`config.mk`:
```
export PLATFORM = sky130hd
export DESIGN_NAME = pong_renderer
export DESIGN_NICKNAME = d
export VERILOG_FILES = /design/src/rtl/pong_pkg.sv /design/src/rtl/vga_timing.sv /design/src/rtl/pong_renderer.sv
export VERILOG_INCLUDE_DIRS = /design/src /design/src/rtl
export SDC_FILE = /design/constraint.sdc
export NUM_CORES = 1
export LEC_CHECK = 0
export CORE_ASPECT_RATIO = 0.5
export CORE_MARGIN = 2
export CORE_UTILIZATION = 57
export CTS_BUF_LIST = sky130_fd_sc_hd__clkbuf_16
export DETAILED_ROUTE_END_ITERATION = 8
export PLACE_DENSITY = 0.82
export SLEW_MARGIN = 20
export SYNTH_ARGS = -nofsm -noshare
export SYNTH_HDL_FRONTEND = slang
export SYNTH_SLANG_ARGS = --single-unit
```
`constraint.sdc`:
```
create_clock -name clk_i -period 3 [get_ports clk_i]
set_input_delay 0.3 -clock clk_i [delete_from_list [all_inputs] [get_ports clk_i]]
set_output_delay 0.3 -clock clk_i [all_outputs]
set_load 0.02 [all_outputs]
```
`src/rtl/config.svh`:
```
// Sprite geometry for the Pong game, shared by the renderer and game logic.
`ifndef PONG_CONFIG_SVH
`define PONG_CONFIG_SVH

`define PADDLE_WIDTH  8
`define PADDLE_HEIGHT 64
`define BALL_SIDE     8

`endif

```
`src/rtl/pong_pkg.sv`:
```
// Shared VGA timing, colour and pixel-pipeline definitions for the Pong renderer.
package pong_pkg;

    // 640x480 @ 60 Hz: active, front porch, sync pulse, back porch
    localparam int SCREEN_H_RES  = 640;
    localparam int H_FRONT_PORCH = 16;
    localparam int H_SYNC_PULSE  = 96;
    localparam int H_BACK_PORCH  = 48;
    localparam int H_TOTAL       = SCREEN_H_RES + H_FRONT_PORCH + H_SYNC_PULSE + H_BACK_PORCH;

    localparam int SCREEN_V_RES  = 480;
    localparam int V_FRONT_PORCH = 10;
    localparam int V_SYNC_PULSE  = 2;
    localparam int V_BACK_PORCH  = 33;
    localparam int V_TOTAL       = SCREEN_V_RES + V_FRONT_PORCH + V_SYNC_PULSE + V_BACK_PORCH;

    localparam int SCREEN_BORDER = 4;

    localparam int H_CNT_W = 10;
    localparam int V_CNT_W = 10;
    localparam int X_POS_W = H_CNT_W;
    localparam int Y_POS_W = V_CNT_W;

    // Counter-width versions of the constants so comparisons stay width-matched
    localparam logic [H_CNT_W-1:0] H_LAST       = H_CNT_W'(H_TOTAL - 1);
    localparam logic [H_CNT_W-1:0] H_ACT_END    = H_CNT_W'(SCREEN_H_RES);
    localparam logic [H_CNT_W-1:0] H_SYNC_FIRST = H_CNT_W'(SCREEN_H_RES + H_FRONT_PORCH);
    localparam logic [H_CNT_W-1:0] H_SYNC_LAST  = H_CNT_W'(SCREEN_H_RES + H_FRONT_PORCH + H_SYNC_PULSE - 1);
    localparam logic [H_CNT_W-1:0] H_NET_LEFT   = H_CNT_W'(SCREEN_H_RES / 2 - 1);
    localparam logic [H_CNT_W-1:0] H_NET_RIGHT  = H_CNT_W'(SCREEN_H_RES / 2);

    localparam logic [V_CNT_W-1:0] V_LAST       = V_CNT_W'(V_TOTAL - 1);
    localparam logic [V_CNT_W-1:0] V_LATCH_PREV = V_CNT_W'(V_TOTAL - 2);
    localparam logic [V_CNT_W-1:0] V_ACT_LAST   = V_CNT_W'(SCREEN_V_RES - 1);
    localparam logic [V_CNT_W-1:0] V_ACT_END    = V_CNT_W'(SCREEN_V_RES);
    localparam logic [V_CNT_W-1:0] V_SYNC_FIRST = V_CNT_W'(SCREEN_V_RES + V_FRONT_PORCH);
    localparam logic [V_CNT_W-1:0] V_SYNC_LAST  = V_CNT_W'(SCREEN_V_RES + V_FRONT_PORCH + V_SYNC_PULSE - 1);
    localparam logic [V_CNT_W-1:0] V_BORDER_TOP = V_CNT_W'(SCREEN_BORDER);
    localparam logic [V_CNT_W-1:0] V_BORDER_BOT = V_CNT_W'(SCREEN_V_RES - SCREEN_BORDER);

    // Colours, 4 bits per channel as {R, G, B}
    localparam int RGB_W = 12;
    typedef logic [RGB_W-1:0] rgb_t;

    localparam rgb_t COL_BG     = 12'h112;
    localparam rgb_t COL_BALL   = 12'hFF0;
    localparam rgb_t COL_PADDLE = 12'hFFF;
    localparam rgb_t COL_NET    = 12'h888;
    localparam rgb_t COL_BORDER = 12'h0F0;

    // Sprite slots; the value doubles as the index into the shadow/hit arrays
    typedef enum logic [1:0] {
        SPR_BALL   = 2'd0,
        SPR_PLAYER = 2'd1,
        SPR_ENEMY  = 2'd2
    } sprite_e;

    localparam int NUM_SPRITES = 3;

    // Per-pixel flags captured in the first pipeline stage
    typedef struct packed {
        logic active;
        logic ball;
        logic paddle;
        logic net;
        logic border;
        logic hs_pulse;
        logic vs_pulse;
    } pix_flags_t;

    // Priority mux: ball over paddles over net over border over background
    function automatic rgb_t select_colour(input pix_flags_t f);
        rgb_t col;
        if (!f.active)     col = '0;
        else if (f.ball)   col = COL_BALL;
        else if (f.paddle) col = COL_PADDLE;
        else if (f.net)    col = COL_NET;
        else if (f.border) col = COL_BORDER;
        else               col = COL_BG;
        return col;
    endfunction

endpackage

```
`src/rtl/vga_timing.sv`:
```
// Pixel-enable divider, 800x525 raster counters, raw sync pulses and frame strobes.
module vga_timing
    import pong_pkg::*;
#(
    parameter int PIX_DIV = 2
) (
    input  logic               clk_i,
    input  logic               rst_i,
    output logic [H_CNT_W-1:0] h_cnt,
    output logic [V_CNT_W-1:0] v_cnt,
    output logic               hsync_pulse,
    output logic               vsync_pulse,
    output logic               shadow_load,
    output logic               new_frame_o
);

    localparam int DIV_W = (PIX_DIV > 1) ? $clog2(PIX_DIV) : 1;
    localparam logic [DIV_W-1:0] DIV_LAST = DIV_W'(PIX_DIV - 1);

    logic [DIV_W-1:0]   div_reg, div_next;
    logic [H_CNT_W-1:0] h_cnt_reg, h_cnt_next;
    logic [V_CNT_W-1:0] v_cnt_reg, v_cnt_next;
    logic               pix_en;
    logic               line_end;
    logic               frame_start;
    logic               new_frame_reg;

    // Next-state for divider and raster counters; strobes fire on the enable
    // that moves the counters onto the named position
    always_comb begin
        pix_en      = (div_reg == DIV_LAST);
        div_next    = pix_en ? '0 : div_reg + 1'b1;
        line_end    = pix_en && (h_cnt_reg == H_LAST);
        h_cnt_next  = h_cnt_reg;
        v_cnt_next  = v_cnt_reg;
        if (pix_en) begin
            h_cnt_next = line_end ? '0 : h_cnt_reg + 1'b1;
        end
        if (line_end) begin
            v_cnt_next = (v_cnt_reg == V_LAST) ? '0 : v_cnt_reg + 1'b1;
        end
        frame_start = line_end && (v_cnt_reg == V_ACT_LAST);
        shadow_load = line_end && (v_cnt_reg == V_LATCH_PREV);
        hsync_pulse = (h_cnt_reg >= H_SYNC_FIRST) && (h_cnt_reg <= H_SYNC_LAST);
        vsync_pulse = (v_cnt_reg >= V_SYNC_FIRST) && (v_cnt_reg <= V_SYNC_LAST);
    end

    // Timing state registers; reset restarts the raster at (0, 0)
    always_ff @(posedge clk_i) begin
        if (rst_i) begin
            div_reg       <= '0;
            h_cnt_reg     <= '0;
            v_cnt_reg     <= '0;
            new_frame_reg <= 1'b0;
        end else begin
            div_reg       <= div_next;
            h_cnt_reg     <= h_cnt_next;
            v_cnt_reg     <= v_cnt_next;
            new_frame_reg <= frame_start;
        end
    end

    assign h_cnt       = h_cnt_reg;
    assign v_cnt       = v_cnt_reg;
    assign new_frame_o = new_frame_reg;

endmodule

```
`src/rtl/pong_renderer.sv`:
```
// Pong VGA renderer: per-frame position shadows, sprite hit tests and a
// two-stage colour/sync pipeline behind the vga_timing raster generator.
`include "config.svh"

module pong_renderer
    import pong_pkg::*;
#(
    parameter int PIX_DIV = 2
) (
    input  logic               clk_i,
    input  logic               rst_i,
    input  logic [X_POS_W-1:0] player_x_i,
    input  logic [X_POS_W-1:0] enemy_x_i,
    input  logic [X_POS_W-1:0] ball_x_i,
    input  logic [Y_POS_W-1:0] player_y_i,
    input  logic [Y_POS_W-1:0] enemy_y_i,
    input  logic [Y_POS_W-1:0] ball_y_i,
    output logic               new_frame_o,
    output logic               hsync_o,
    output logic               vsync_o,
    output logic [RGB_W-1:0]   rgb_o
);

    logic [H_CNT_W-1:0]     h_cnt;
    logic [V_CNT_W-1:0]     v_cnt;
    logic                   hsync_pulse;
    logic                   vsync_pulse;
    logic                   shadow_load;

    logic [X_POS_W-1:0]     pos_x [NUM_SPRITES];
    logic [Y_POS_W-1:0]     pos_y [NUM_SPRITES];
    logic [NUM_SPRITES-1:0] hit;

    pix_flags_t             s1_next, s1_reg;
    rgb_t                   rgb_reg;
    logic                   hsync_reg;
    logic                   vsync_reg;

    vga_timing #(
        .PIX_DIV (PIX_DIV)
    ) u_timing (
        .clk_i       (clk_i),
        .rst_i       (rst_i),
        .h_cnt       (h_cnt),
        .v_cnt       (v_cnt),
        .hsync_pulse (hsync_pulse),
        .vsync_pulse (vsync_pulse),
        .shadow_load (shadow_load),
        .new_frame_o (new_frame_o)
    );

    // Slot order follows sprite_e: ball, player, enemy
    assign pos_x = '{ball_x_i, player_x_i, enemy_x_i};
    assign pos_y = '{ball_y_i, player_y_i, enemy_y_i};

    generate
        for (genvar gi = 0; gi < NUM_SPRITES; gi++) begin : g_sprite
            localparam int SPR_W = (gi == int'(SPR_BALL)) ? `BALL_SIDE : `PADDLE_WIDTH;
            localparam int SPR_H = (gi == int'(SPR_BALL)) ? `BALL_SIDE : `PADDLE_HEIGHT;

            logic [X_POS_W-1:0] sx_reg;
            logic [Y_POS_W-1:0] sy_reg;
            logic [X_POS_W:0]   right_edge;
            logic [Y_POS_W:0]   bottom_edge;

            // Shadow copy taken once per frame in blanking so a frame never tears
            always_ff @(posedge clk_i) begin
                if (rst_i) begin
                    sx_reg <= '0;
                    sy_reg <= '0;
                end else if (shadow_load) begin
                    sx_reg <= pos_x[gi];
                    sy_reg <= pos_y[gi];
                end
            end

            // One extra bit keeps right/bottom edges from wrapping near the limit
            assign right_edge  = {1'b0, sx_reg} + (X_POS_W+1)'(SPR_W);
            assign bottom_edge = {1'b0, sy_reg} + (Y_POS_W+1)'(SPR_H);
            assign hit[gi] = (h_cnt >= sx_reg) && ({1'b0, h_cnt} < right_edge) &&
                             (v_cnt >= sy_reg) && ({1'b0, v_cnt} < bottom_edge);
        end
    endgenerate

    // Stage-1 flags for the current raster position
    always_comb begin
        s1_next          = '0;
        s1_next.active   = (h_cnt < H_ACT_END) && (v_cnt < V_ACT_END);
        s1_next.ball     = hit[SPR_BALL];
        s1_next.paddle   = hit[SPR_PLAYER] | hit[SPR_ENEMY];
        s1_next.net      = ((h_cnt == H_NET_LEFT) || (h_cnt == H_NET_RIGHT)) && !v_cnt[3];
        s1_next.border   = (v_cnt < V_BORDER_TOP) || (v_cnt >= V_BORDER_BOT);
        s1_next.hs_pulse = hsync_pulse;
        s1_next.vs_pulse = vsync_pulse;
    end

    // Two pipeline stages clocked every cycle so colour and syncs stay aligned
    always_ff @(posedge clk_i) begin
        if (rst_i) begin
            s1_reg    <= '0;
            rgb_reg   <= '0;
            hsync_reg <= 1'b1;
            vsync_reg <= 1'b1;
        end else begin
            s1_reg    <= s1_next;
            rgb_reg   <= select_colour(s1_reg);
            hsync_reg <= ~s1_reg.hs_pulse;
            vsync_reg <= ~s1_reg.vs_pulse;
        end
    end

    assign rgb_o   = rgb_reg;
    assign hsync_o = hsync_reg;
    assign vsync_o = vsync_reg;

endmodule

```
### Close-up of the layout, run 1

Region (107, 10) to (127, 30) um. Cells in gray, sequential cells in the stronger gray; small squares are vias.
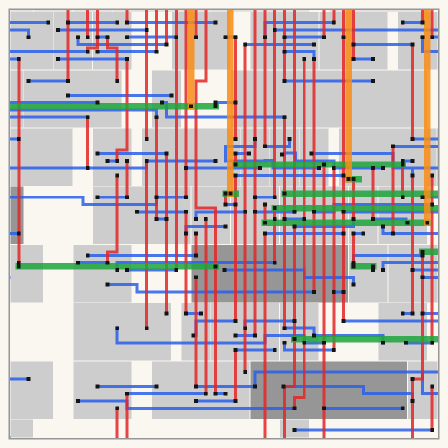
green -> M3
blue -> M1
orange -> M4
red -> M2
sequential cells in the window = 2
netlist names of flops here include = g_sprite.sx_reg (2)
most frequent = ha_1 (6), inv_1 (5)
cells with their middle in the window = 36

### Routing congestion, run 1

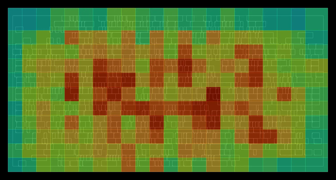
met1 usage: 36.16%
most used routing layer: met2
routing usage on met3: 5.429%
met2 usage: 42.92%
Avg WL per Cell: 15.34 um

### Metal layers overlaid, run 1

Drawn at 3 px/um.
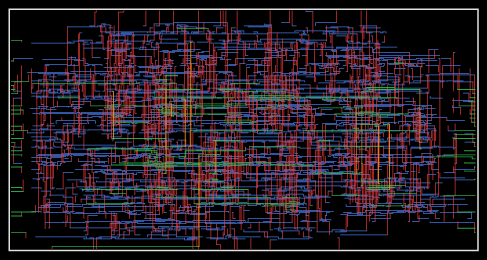
orange -> M4  # wire length 257 um
blue -> M1  # wire length 7650 um
green -> M3  # wire length 1330 um
red -> M2  # wire length 6780 um
Routed Wire Length: 16020 um
GRT Overall Usage: 26.53%
vias: 5908

==> run 1: through the flow <==
step / utilization, % / power (mW)
6_report: 70.06 / 2.693
5_1_grt: 70.06 / 2.765
4_1_cts: 70.06 / 2.699
3_5_place_dp: 67.43 / 1.555
3_3_place_gp: 67.43 / 1.552
2_1_floorplan: - / 1.445
==> run 1: power by group <==
part           internal [mW]  leakage [nW]  total [mW]  switching [mW]
registers               1.34         0.809        1.35          0.0110
clock network          0.645         0.146        1.17           0.522
logic                  0.106          2.09       0.175          0.0692
total                   2.09          3.04        2.69           0.602
==> run 1: worst max-delay path by stage <==
stage	startpoint	end	slack [ps]	cells past startpoint
2_1_floorplan	g_sprite[0].sx_reg[3]	s1_reg[5]	870	10
4_1_cts	g_sprite[0].sx_reg[3]	s1_reg[5]	510	10
5_1_grt	g_sprite[0].sx_reg[3]	s1_reg[5]	280	10
6_report	g_sprite[0].sx_reg[3]	s1_reg[5]	500	10
3_3_place_gp	u_timing.h_cnt[0]	g_sprite[0].sy_reg[3]	620	8
3_5_place_dp	u_timing.h_cnt[0]	g_sprite[1].sx_reg[0]	570	8
==> run 1: cell families after synthesis <==
group	after synthesis	synth area share, %
buffers and inverters	103	6.993
multiplexers	1	0.1524
XOR/XNOR	36	4.802
AND-OR/OR-AND	178	15.70
flip-flops	100	30.49
AND/OR/NAND/NOR	293	21.67
adder cells (fa/ha/maj)	106	20.20
==> run 1: layer usage <==
metal / vias to the layer above / global-route usage (%) / part of all wire [%]
li1: 2976 / - / -
met1: 2662 / 36.16 / 48
met2: 244 / 42.92 / 42
met3: 26 / 5.429 / 8.3
met4: 0 / 7.156 / 1.6
met5: - / 0 / 0
==> flow_summary.json, run 1 <==
{
  "tightest_slew_ps": 971.7,
  "tns_ps": 0,
  "hold_class": "flip-flop to flip-flop",
  "seqCellArea_um2": 2002,
  "ys_seq_share_pct": 30.49,
  "insertedDiodeCount": 0,
  "max_freq_mhz": 400.1,
  "end_kind": "flip-flop",
  "cts_sinks": 100,
  "reg2reg_setup_slack_ps": 500,
  "place_area_um2": 7495,
  "final_layout_top_logic_cells": "nand2_1 (138), ha_1 (106), a21oi_1 (102)",
  "grt_max_degree": 51,
  "log.warning_count": 34,
  "yosys.cell_count.top_type": "nand2_1",
  "status": "finished, final reports clean",
  "syn_inst": 817,
  "regToRegStartpoint": "g_sprite[0].sx_reg[3]",
  "synth.top_cell.area_share_pct": 30.49,
  "finClkSkew_ps": 13.16,
  "seq_share_pct": 25.71,
  "slew_headroom_pct": 35.22,
  "largestClassByArea": "combinational gates",
  "critPathTopFamily": "AND-OR/OR-AND gates",
  "layout-drive-gt1-share_pct": 4.561,
  "ant_nets": 0,
  "ys.flop_type": "dfxtp_1",
  "reg2reg_depth": 10,
  "vias_per_cell": 5.659,
  "ir_drop_uv": 252.5,
  "dieArea_um2": 12450,
  "layout.nets": 1062,
  "syn_nets": 985,
  "crit_required_ps": 3280,
  "syn2layout_area_growth_pct": 18.58,
  "route.detailed.drc": 0,
  "n_tap_cell": 145,
  "antenna_found_initial": 0
}
### Clock distribution, run 1

Drawn at 2 px/um.
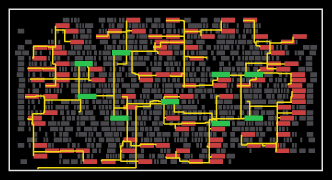

==> run 2, diff against run 1 <==
CORE_UTILIZATION = 52   (was 57)
PLACE_DENSITY = 0.79   (was 0.82)
clock period = 2.14 ns   (was 3 ns; I/O delays follow)
### Clock distribution, run 2

Drawn at 2 px/um.
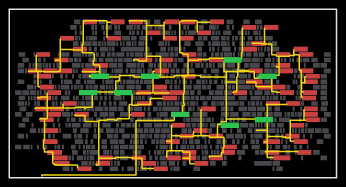
green -> clock-net drivers  # count 9
yellow -> clock wires  # length 1230 um
red -> flip-flops  # count 100
flops lie = spread over the die
routed clock nets = 10
clk_lat worst skew: 350 ps
skew final: 7.046 ps
Clock Power Share: 44.8%
Clk. pwr: 1.74 mW

==> flow_summary.json, run 2 <==
{
  "seqCellArea_um2": 2026,
  "yosysUniqueCellTypes": 50,
  "topRoutingLayerUsed": "met4",
  "cp_max_fo": 4,
  "slew_headroom_pct": 56.04,
  "max_freq_mhz": 476.0,
  "yosys.cell_count.top_type": "nand2_1",
  "layout-drive-gt1-share_pct": 11.41,
  "grt_pass1_vias": 5950,
  "hold_class": "primary input to flip-flop",
  "gr-usage-met1_pct": 35.67,
  "dr_wl_met2_um": 7551,
  "leakage_nw": 3.275,
  "tns_ps": 0,
  "ir_drop_uv": 334.4,
  "p_per_area_nw_per_um2": 470.5,
  "status": "finished, final reports clean",
  "core_util_floorplan_pct": 54.49,
  "layout.nets": 1101,
  "wl_per_cell_um": 15.53,
  "overflow": 0,
  "syn_nets": 985,
  "firstDrtPassIters": 5,
  "cts_sinks": 100,
  "drt-total-wl_um": 17130,
  "hold_buffers": 0,
  "dieArea_um2": 13600,
  "grtUsageTotal_pct": 25.62,
  "ant_nets": 0,
  "grt_use_met2_pct": 40.79,
  "startpoint_type": "flip-flop",
  "vias_per_cell": 5.498,
  "top_usage_layer": "met2",
  "power_mw": 3.890,
  "syn2layout_area_growth_pct": 25.93,
  "critPathTopFamily": "AND-OR/OR-AND gates",
  "vias": 6064,
  "ys.flop_type": "dfxtp_1",
  "ys_seq_share_pct": 30.49,
  "synth.top_cell.area_share_pct": 30.49,
  "arrival_ps": 2380,
  "final_layout_top_logic_cells": "nand2_1 (138), ha_1 (102), a21oi_1 (101)",
  "wl_met1_um": 8091,
  "netlist_area_um2": 6566,
  "drv_slew": 0,
  "log.warning_count": 35,
  "wl_met3_um": 1242,
  "final_area_um2": 8269,
  "syn_inst": 817,
  "insertedDiodeCount": 0,
  "setup_violations": 0,
  "period_used_pct": 98.17,
  "end_kind": "flip-flop",
  "met3_usage_pct": 5.266,
  "place_area_um2": 7802,
  "route.detailed.drc": 0,
  "grt_max_degree": 44,
  "hold_viol": 0,
  "pin_count": 77,
  "antenna_found_initial": 0,
  "crit_required_ps": 2420,
  "tightest_slew_ps": 659.3,
  "cp_slowest_stage_delay_ps": 520
}
[run 2: cell counts after synthesis]
Identical to the previous run, type by type.
[run 2: report_power, final]
group          switching (mW)  internal, mW
clock network           0.723          1.02
registers              0.0164          1.88
logic                   0.100         0.155
total                   0.839          3.05
[run 2: per-stage QoR]
stage | utilization, % | hold slack, ps | setup slack, ps
global route | 68.62 | 392.6 | -60.38
CTS | 67.93 | 345.1 | 10.22
detailed placement | 64.74 | 366.0 | -192.9
floorplan | - | 354.5 | 14.20
finish | 68.62 | 382.9 | 39.10
global placement | 64.74 | 366.7 | -56.18
[run 2: logic make-up (layout without fill, tap and decap cells)]
logic type,Yosys count,count (layout),share of synthesized area (%)
buffers and inverters,103,224,6.993
AOI/OAI and AO/OA,178,178,15.70
adders and majority gates,106,106,20.20
DFF,100,100,30.49
muxes,1,1,0.1524
xor gates and xnor gates,36,36,4.802
and+or+nand+nor,293,293,21.67
[run 2: area by class of cell]
type / instances / area share (%)
clock inverters: 7 / 1.089
multi-input cells: 614 / 50.52
well taps: 165 / 2.497
inverters: 74 / 3.359
clock buffers: 9 / 2.724
repair buffers: 134 / 15.31
flip-flops and latches: 100 / 24.50
[run 2: final timing paths]
path	start	to	slack, ps	cells past startpoint
worst max-delay path	u_timing.h_cnt[0]	s1_reg[4]	40	8
worst max register to register	u_timing.h_cnt[0]	s1_reg[4]	40	8
worst min-delay path	rst_i	u_timing.div_reg	380	2
worst min register to register	s1_reg[1]	hsync_o	390	1
[run 2: worst register-to-register path, delay by kind of cell (launching register included)]
family | cells | cell delay [ps]
compound gates | 4 | 640
fa+ha+maj | 1 | 280
buf+inv | 1 | 110
flops | 1 | 390
simple gates | 2 | 610
Power is estimated from default activity; no workload was simulated.
